### src/rtl/iir_pkg.sv
// iir_pkg: fixed-point defaults and sample type shared by the pacer and the SOS stage
package iir_pkg;
  localparam int NDINT = 3;
  localparam int NDFRAC = 22;
  localparam int NGAP = 6;
  typedef logic signed [NDINT+NDFRAC-1:0] sample_t;
endpackage

### src/rtl/iir_sync_fifo.sv
// iir_sync_fifo: power-of-2 synchronous FIFO with wrap-bit pointers and empty pass-through
module iir_sync_fifo #(
  parameter int Width = 16,
  parameter int Depth = 16
) (
  input  logic             clk,
  input  logic             rst,
  input  logic             wr_en,
  input  logic [Width-1:0] wr_data,
  input  logic             rd_en,
  output logic [Width-1:0] rd_data,
  output logic             full,
  output logic             empty
);
  localparam int AW = $clog2(Depth);
  logic [Width-1:0] mem [Depth];
  logic [AW:0] wp, rp;
  logic do_wr, do_rd;
  assign empty = wp == rp;
  assign full = (wp[AW] != rp[AW]) && (wp[AW-1:0] == rp[AW-1:0]);
  assign do_wr = wr_en && !full;
  assign do_rd = rd_en && (!empty || do_wr);
  assign rd_data = empty ? wr_data : mem[rp[AW-1:0]];
  always_ff @(posedge clk)
    if (do_wr) mem[wp[AW-1:0]] <= wr_data;
  always_ff @(posedge clk or posedge rst)
    if (rst) begin
      wp <= '0;
      rp <= '0;
    end else begin
      wp <= wp + (AW+1)'(do_wr);
      rp <= rp + (AW+1)'(do_rd);
    end
endmodule

### src/rtl/iir_sample_pacer.sv
// iir_sample_pacer: buffers input samples and releases one converted sample per SOS schedule
// Define IIR_PACER_LEVEL_EN to add the registered occupancy port fill.
module iir_sample_pacer
  import iir_pkg::*;
#(
  parameter int Win = 16,
  parameter int Ndint = NDINT,
  parameter int Ndfrac = NDFRAC,
  parameter int Ngap = NGAP,
  parameter int Depth = 16
) (
  input  logic                   clk,
  input  logic                   reset,
  input  logic                   s_valid,
  output logic                   s_ready,
  input  logic [Win-1:0]         s_data,
  output logic                   dv_out,
  output logic [Ndint+Ndfrac-1:0] d_out
`ifdef IIR_PACER_LEVEL_EN
  ,
  output logic [$clog2(Depth):0] fill
`endif
);
  localparam int W = Ndint + Ndfrac;
  localparam int SH = Ndfrac - (Win - 1);
  localparam int GW = (Ngap > 1) ? $clog2(Ngap) : 1;
  localparam int AW = $clog2(Depth);
  if (Ndfrac < Win - 1) begin : g_bad_frac
    $error("iir_sample_pacer: Ndfrac must be at least Win-1");
  end
  if (Ngap < 1) begin : g_bad_gap
    $error("iir_sample_pacer: Ngap must be at least 1");
  end
  if (Depth < 2 || (Depth & (Depth - 1)) != 0) begin : g_bad_depth
    $error("iir_sample_pacer: Depth must be a power of 2");
  end
  logic [Win-1:0] rd_data;
  logic full, empty, wr, rd;
  logic [GW-1:0] gap;
  logic signed [W-1:0] cvt;
  assign s_ready = !reset && !full;
  assign wr = s_valid && s_ready;
  assign rd = !empty && gap == '0;
  // Sign-extend then shift: exact Q1.(Win-1) -> Q(Ndint).(Ndfrac), no rounding
  assign cvt = W'($signed(rd_data)) <<< SH;
  iir_sync_fifo #(.Width(Win), .Depth(Depth)) u_fifo (
    .clk(clk),
    .rst(reset),
    .wr_en(wr),
    .wr_data(s_data),
    .rd_en(rd),
    .rd_data(rd_data),
    .full(full),
    .empty(empty)
  );
  always_ff @(posedge clk or posedge reset)
    if (reset) begin
      gap <= '0;
      dv_out <= 1'b0;
      d_out <= '0;
    end else begin
      dv_out <= rd;
      gap <= rd ? GW'(Ngap - 1) : gap - GW'(gap != '0);
      if (rd) d_out <= cvt;
    end
`ifdef IIR_PACER_LEVEL_EN
  always_ff @(posedge clk or posedge reset)
    if (reset) fill <= '0;
    else fill <= fill + (AW+1)'(wr) - (AW+1)'(rd);
`endif
endmodule
### config.mk
export PLATFORM = sky130hd
export DESIGN_NAME = iir_sample_pacer
export DESIGN_NICKNAME = d
export VERILOG_FILES = /design/src/rtl/iir_pkg.sv /design/src/rtl/iir_sync_fifo.sv /design/src/rtl/iir_sample_pacer.sv
export SDC_FILE = /design/constraint.sdc
export NUM_CORES = 1
export LEC_CHECK = 0
export CORE_UTILIZATION = 35
export DETAILED_ROUTE_END_ITERATION = 16
export HOLD_SLACK_MARGIN = 0.1
export PLACE_DENSITY = 0.63
export REMOVE_ABC_BUFFERS = 1
export SLEW_MARGIN = 20
export SYNTH_ARGS = -nofsm -noshare
export SYNTH_HDL_FRONTEND = slang
export SYNTH_SLANG_ARGS = --single-unit
### constraint.sdc
create_clock -name clk -period 3.8 [get_ports clk]
set_clock_uncertainty 0.2 [all_clocks]
set_input_delay 0.76 -clock clk [delete_from_list [all_inputs] [get_ports clk]]
set_output_delay 0.76 -clock clk [all_outputs]
set_load 0.01 [all_outputs]
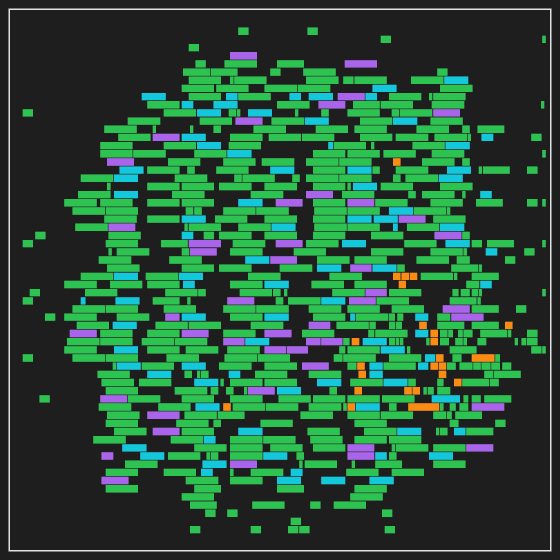
Figure 1: run 1, cells by drive strength.
Key: cyan = _2 cells [cells 91]; purple = _6 and larger [cells 46]; orange = _3 and _4 cells [cells 24]; green = _0 and _1 cells [cells 448]
Final WS setup: 0.242 ns
bufs w/o clock: 67
fin area: 13,100 µm²
Area Overhead vs Synth: 18.4%

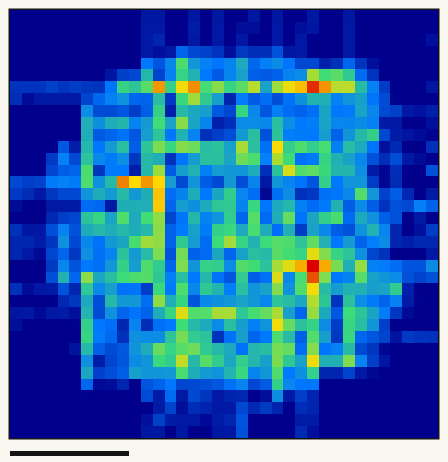
Figure 2: run 1, signal metal coverage by tile.
Scale bar: 50 µm. 36 x 36 tiles, from dark blue (low) to red (high), scaled to the fullest tile. Values are wire area over tile area, all layers added.
The fullest tile reaches 0.56. The densest ninth of the die: centre. 9.3% of the tiles are over half the peak. 29% of the tiles are nearly empty.
drt wl/cell: 23.6 µm
Routed WL: 23.7 mm
GRT Util Overall: 15.0%

==> CHANGELOG.md, run 1 <==
### Metrics

* Antenna Nets Post-Route at 0
* Vias in the first global route at 5,654
* Synth Area in Simple Gates at 2.44%
* Mean post-synth cell area at 21.4 µm²
* Min-Delay Path Depth at 1
* MUX share of area at 14.7%
* Slowest-stage cell, CP: dfrtp_4
* Share of cells above drive strength 1 at 26.4%
* Post-route DRC at 3
* Fmax at 281 MHz
* Top area cell types: edfxtp_1 (69%), mux4_2 (13%), dfrtp_1 (6.8%), a22oi_1 (2.2%), mux2_2 (1.6%)
* Height of the die at 180 µm
* Crit-path cells: xor2_1 > nor4_4 > a21oi_1 > clkdlybuf4s50_1
* Diodes inserted at 0
* Fp util at 35.9%
* HPWL after DPL at 13.7 mm
* Failing checks: DRC
* Run status: finished with violations
* Worst path max stage delay at 0.79 ns
* Hold wc startpoint: d_out[18]
* Crit Path Class: flop to output pin
* Antenna violations before repair at 1
* Core Util, Final at 42.5%
* Register Area at about 8400 µm²
* Die X at ~180 µm
* NonClk Buf Share at 5.23%
* Endpoints failing setup at 0
* Post-DP Area at between 10,000 and 15,000 µm²
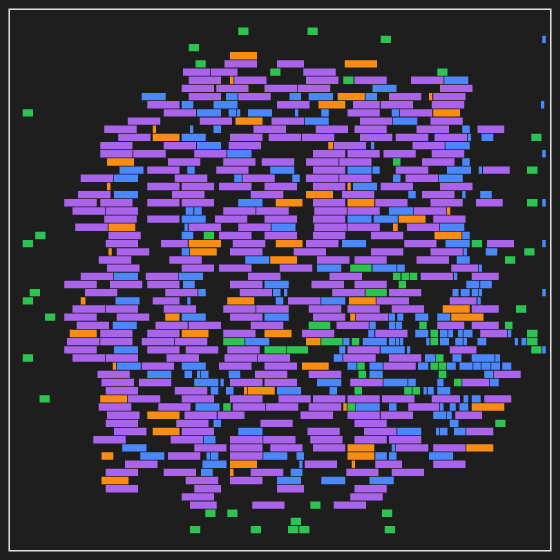
Figure 3: run 1, placed cells, one colour a class.
Key: purple = flops [cells 286]; orange = clock drivers and dummy loads [cells 55]; blue = combinational and other logic [cells 201]; green = other buffers and delay cells [cells 67]

==> run 1: path summary, 6_finish.rpt <==
check,end,slack (ns)
worst max-delay path,s_ready,0.24
worst min-delay path,d_out[18],0.31
worst max register to register,d_out[17],0.85
worst min register to register,d_out[18],0.31
max in group asynchronous,u_fifo.rp[0],2.54
min in group asynchronous,u_fifo.wp[4],0.50
==> run 1: power breakdown <==
part | internal (mW) | switching (mW) | total (mW)
Combinational | 1.26 | 1.23 | 2.49
Clock | 1.86 | 1.15 | 3.01
Sequential | 3.74 | 0.287 | 4.03
==> run 1: state kept, by name, indices dropped and copies added (netlist names) <==
register	cells
d_out	16
dv_out	1
gap	3
u_fifo.mem	256
u_fifo.rp	5
u_fifo.wp	5
==> inputs of run 2 (changes only) <==
--- a/config.mk
+++ b/config.mk
@@ -6,10 +6,12 @@
 export NUM_CORES = 1
 export LEC_CHECK = 0
 export CORE_UTILIZATION = 35
+export CTS_BUF_LIST = sky130_fd_sc_hd__clkbuf_8
 export DETAILED_ROUTE_END_ITERATION = 16
 export HOLD_SLACK_MARGIN = 0.1
 export PLACE_DENSITY = 0.63
 export REMOVE_ABC_BUFFERS = 1
+export SKIP_LAST_GASP = 1
 export SLEW_MARGIN = 20
 export SYNTH_ARGS = -nofsm -noshare
 export SYNTH_HDL_FRONTEND = slang
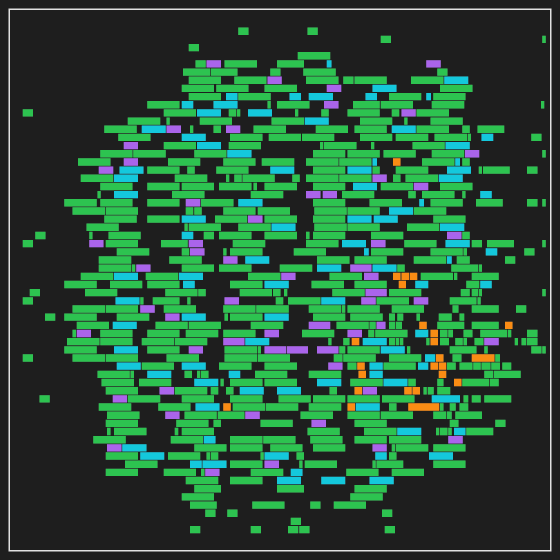
Figure 4: run 2, cells by drive strength.
Key: green = _0 and _1 cells [cells 462]; purple = _6 and larger [cells 57]; cyan = _2 cells [cells 94]; orange = _3 and _4 cells [cells 24]

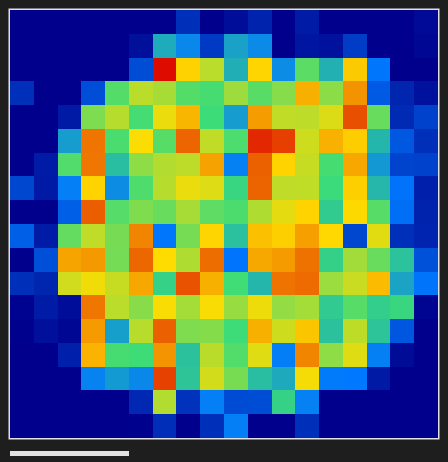
Figure 5: run 2, cell area per tile.
Scale bar: 50 µm. 18 x 18 tiles, from dark blue (low) to red (high), 0 to 100% covered.
The emptiest ninth of the die: north-west. The densest ninth of the die: centre. The mean over all tiles is 38%. 24% of the tiles are nearly empty. 17% of the tiles are over 75% full.
Core Footprint: 30,800 µm²
Core Util, Final: 41.8%
fp util: 35.9%

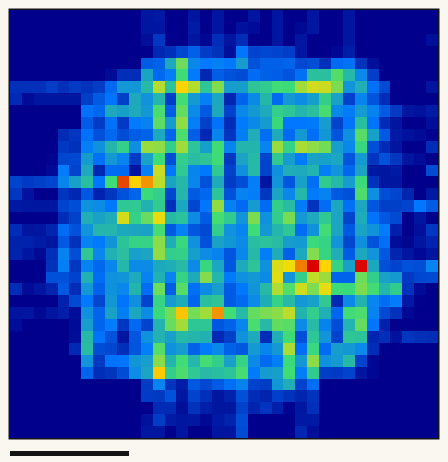
Figure 6: run 2, signal metal coverage by tile.
Scale bar: 50 µm. 36 x 36 tiles, from dark blue (low) to red (high), scaled to the fullest tile. Values are wire area over tile area, all layers added.
The fullest tile reaches 0.60. 29% of the tiles are nearly empty. The densest ninth of the die: centre. 7.6% of the tiles are over half the peak. The mean over all tiles is 0.12.

==> CHANGELOG.md, run 2 <==
### Metrics

* Run status: finished with violations
* Failing checks: DRC
* Max FFs per register at between 200 and 300
* Antenna violations before repair at 1
* Flop2flop setup slack at 0.86 ns
* Fmax at 282 MHz
* HPWL after DPL at 13.7 mm
* Mean post-synth cell area at 21.4 µm²
* Share of cells above drive strength 1 at 27.5%
* Diodes inserted at 0
* Endpoints failing setup at 0
* Crit Path Class: flop to output pin
* Crit path to: s_ready
* Antenna Nets Post-Route at 0
* Synth Area in Simple Gates at 2.44%
* Top area cell types: edfxtp_1 (69%), mux4_2 (13%), dfrtp_1 (6.8%), a22oi_1 (2.2%), mux2_2 (1.6%)
* Post-route DRC at 3
* Min-Delay Path Depth at 1
* Height of the die at between 150 and 200 µm
* MUX share of area at 14.7%
* Crit-path cells: xor2_1 > nor4_4 > a21oi_1 > clkdlybuf4s50_1
* Area Overhead vs Synth at 16.5%
* Bufs w/o clock at ~67
* NonClk Buf Share at under 10%
* Die X at 180 µm
-- run 2: cell counts after synthesis --
No cell type changed its count.
-- run 2: stage by stage --
stage | setup WS [ns] | cells | utilization [%] | area, µm² | TNS [ns]
after floorplan | -1.69 | 487 | - | 10900 | -269.88
after global placement | 0.775 | 950 | 39.2 | 12100 | 0
after detailed placement | 0.709 | 950 | 39.2 | 12100 | 0
after CTS | 0.196 | 1033 | 41.8 | 12900 | 0
after global routing | 0.0424 | 1033 | 41.8 | 12900 | 0
final | 0.260 | 1033 | 41.8 | 12900 | 0
-- run 2: report_power, final --
| part | leakage [nW] | total [mW] | switching [mW] | internal, mW |
|---|---|---|---|---|
| combinational | 1.20 | 2.49 | 1.23 | 1.26 |
| sequential | 2.67 | 4.03 | 0.290 | 3.74 |
| clock | 0.508 | 2.34 | 1.15 | 1.19 |
Power figures rest on the tool's default switching activity, not on a simulated workload.
